==> images/clock_nets.png <==
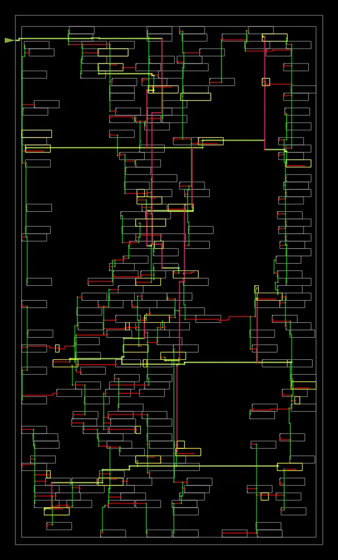
==> images/ff_map.png <==
Drawn at 3 px/µm. Other sequential cells in the stronger grey, the rest of the logic in the fainter grey.
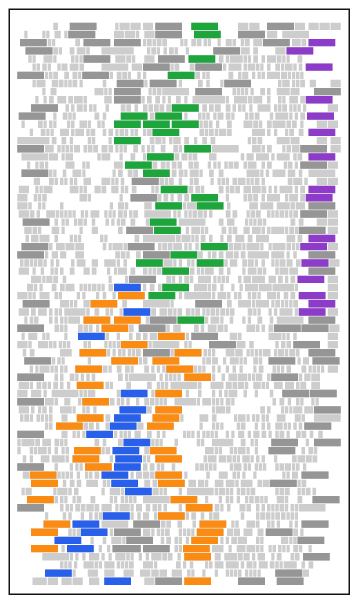
==> config.mk <==
export PLATFORM = sky130hd
export DESIGN_NAME = poly_buzz_ctl
export DESIGN_NICKNAME = d
export VERILOG_FILES = /design/src/rtl/poly_buzz_ctl.sv
export SDC_FILE = /design/constraint.sdc
export NUM_CORES = 1
export LEC_CHECK = 0
export ABC_AREA = 1
export CAP_MARGIN = 5
export CORE_ASPECT_RATIO = 1.75
export CORE_MARGIN = 2
export CORE_UTILIZATION = 61
export DETAILED_ROUTE_END_ITERATION = 12
export PLACE_DENSITY = 0.85
export SETUP_SLACK_MARGIN = 0.15
export SKIP_CTS_REPAIR_TIMING = 1
export SYNTH_ARGS = -nofsm -noshare
export SYNTH_HDL_FRONTEND = slang
export SYNTH_SLANG_ARGS = --single-unit
export TNS_END_PERCENT = 1
==> constraint.sdc <==
create_clock -name clk_100mhz -period 4.65 [get_ports clk_100mhz]
set_input_delay 0.93 -clock clk_100mhz [delete_from_list [all_inputs] [get_ports clk_100mhz]]
set_output_delay 0.93 -clock clk_100mhz [all_outputs]
set_load 0.03 [all_outputs]
==> commit_impl_results.txt <==
Refresh implementation metrics

* Max Cap Violations: 0
* Final-report max-slew violation count: 0
* Pre-antenna DRT Iters: 5
- Clock tree cell share of total cell area: 0.05001
* Fraction of synthesis flops using an asynchronous set or reset pin: 1.000
- The floorplan step set the die height to 194.5 µm.
* Drt first-iter violations: just under 700
- There are 202 flip-flops and latches.
* Final HPWL from detailed placement: 25,040 µm
- The congestion estimate from routability-driven global placement came to 1.001.
- Number of vias per cell after detailed routing: 5.457
- PwrDens: 250.7 nW/µm²
- The flow ran to the end, and the final reports show no timing, DRC or antenna violations.
- The power report attributes to the clock group a share of 0.491.
- Multi-input logic cell count: 1,304
* Combinational cell power: 74.3 µW
- Setup repair after global routing could not meet its margin everywhere.
* Post-synthesis chip area from yosys: 12,650 µm²
- Count of mapped cells out of synthesis: 1,765
* Final Instance Count excl. Fillers: 2,100
- The cell-mix breakdown from Yosys lists the compound-gate area share as 0.08319.
- Per the finish-stage timing summary, setup violations number 0.
- The count of buffers added on input and output ports is 79.
## Picture notes: clock_nets.png
total clock buffers created by CTS: 21
clock net sink count: 202

## Picture notes: ff_map.png
amp_q: shown in green, placed flops 30. audio_left: shown in purple, placed flops 16. div_q: shown in orange, placed flops 44. sdiv_q: shown in blue, placed flops 22.
Another 90 sequential cells are not coloured.
Seq. cell area: 5056 µm²
share of the core filled with cells in the final layout: 0.7079

## through the flow
step	instance area [µm²]	hold WS, ps	setup WS, ps	utilization
2_1_floorplan	12650	453.0	1037	-
3_3_place_gp	13640	466.1	616.7	0.6725
3_5_place_dp	13640	473.2	478.4	0.6725
4_1_cts	14360	489.6	486.3	0.7079
5_1_grt	14360	511.3	115.4	0.7079
6_report	14360	454.8	455.1	0.7079
## per-layer routing
layer | share of wire | GRT usage | vias to the layer above
met1 | 0.38 | 0.3363 | 5274
met4 | 0.058 | 0.1617 | 0
met5 | 0 | 0 | -
met2 | 0.52 | 0.5507 | 303
li1 | - | - | 5761
met3 | 0.037 | 0.03149 | 121
Power is estimated from default activity; no workload was simulated.
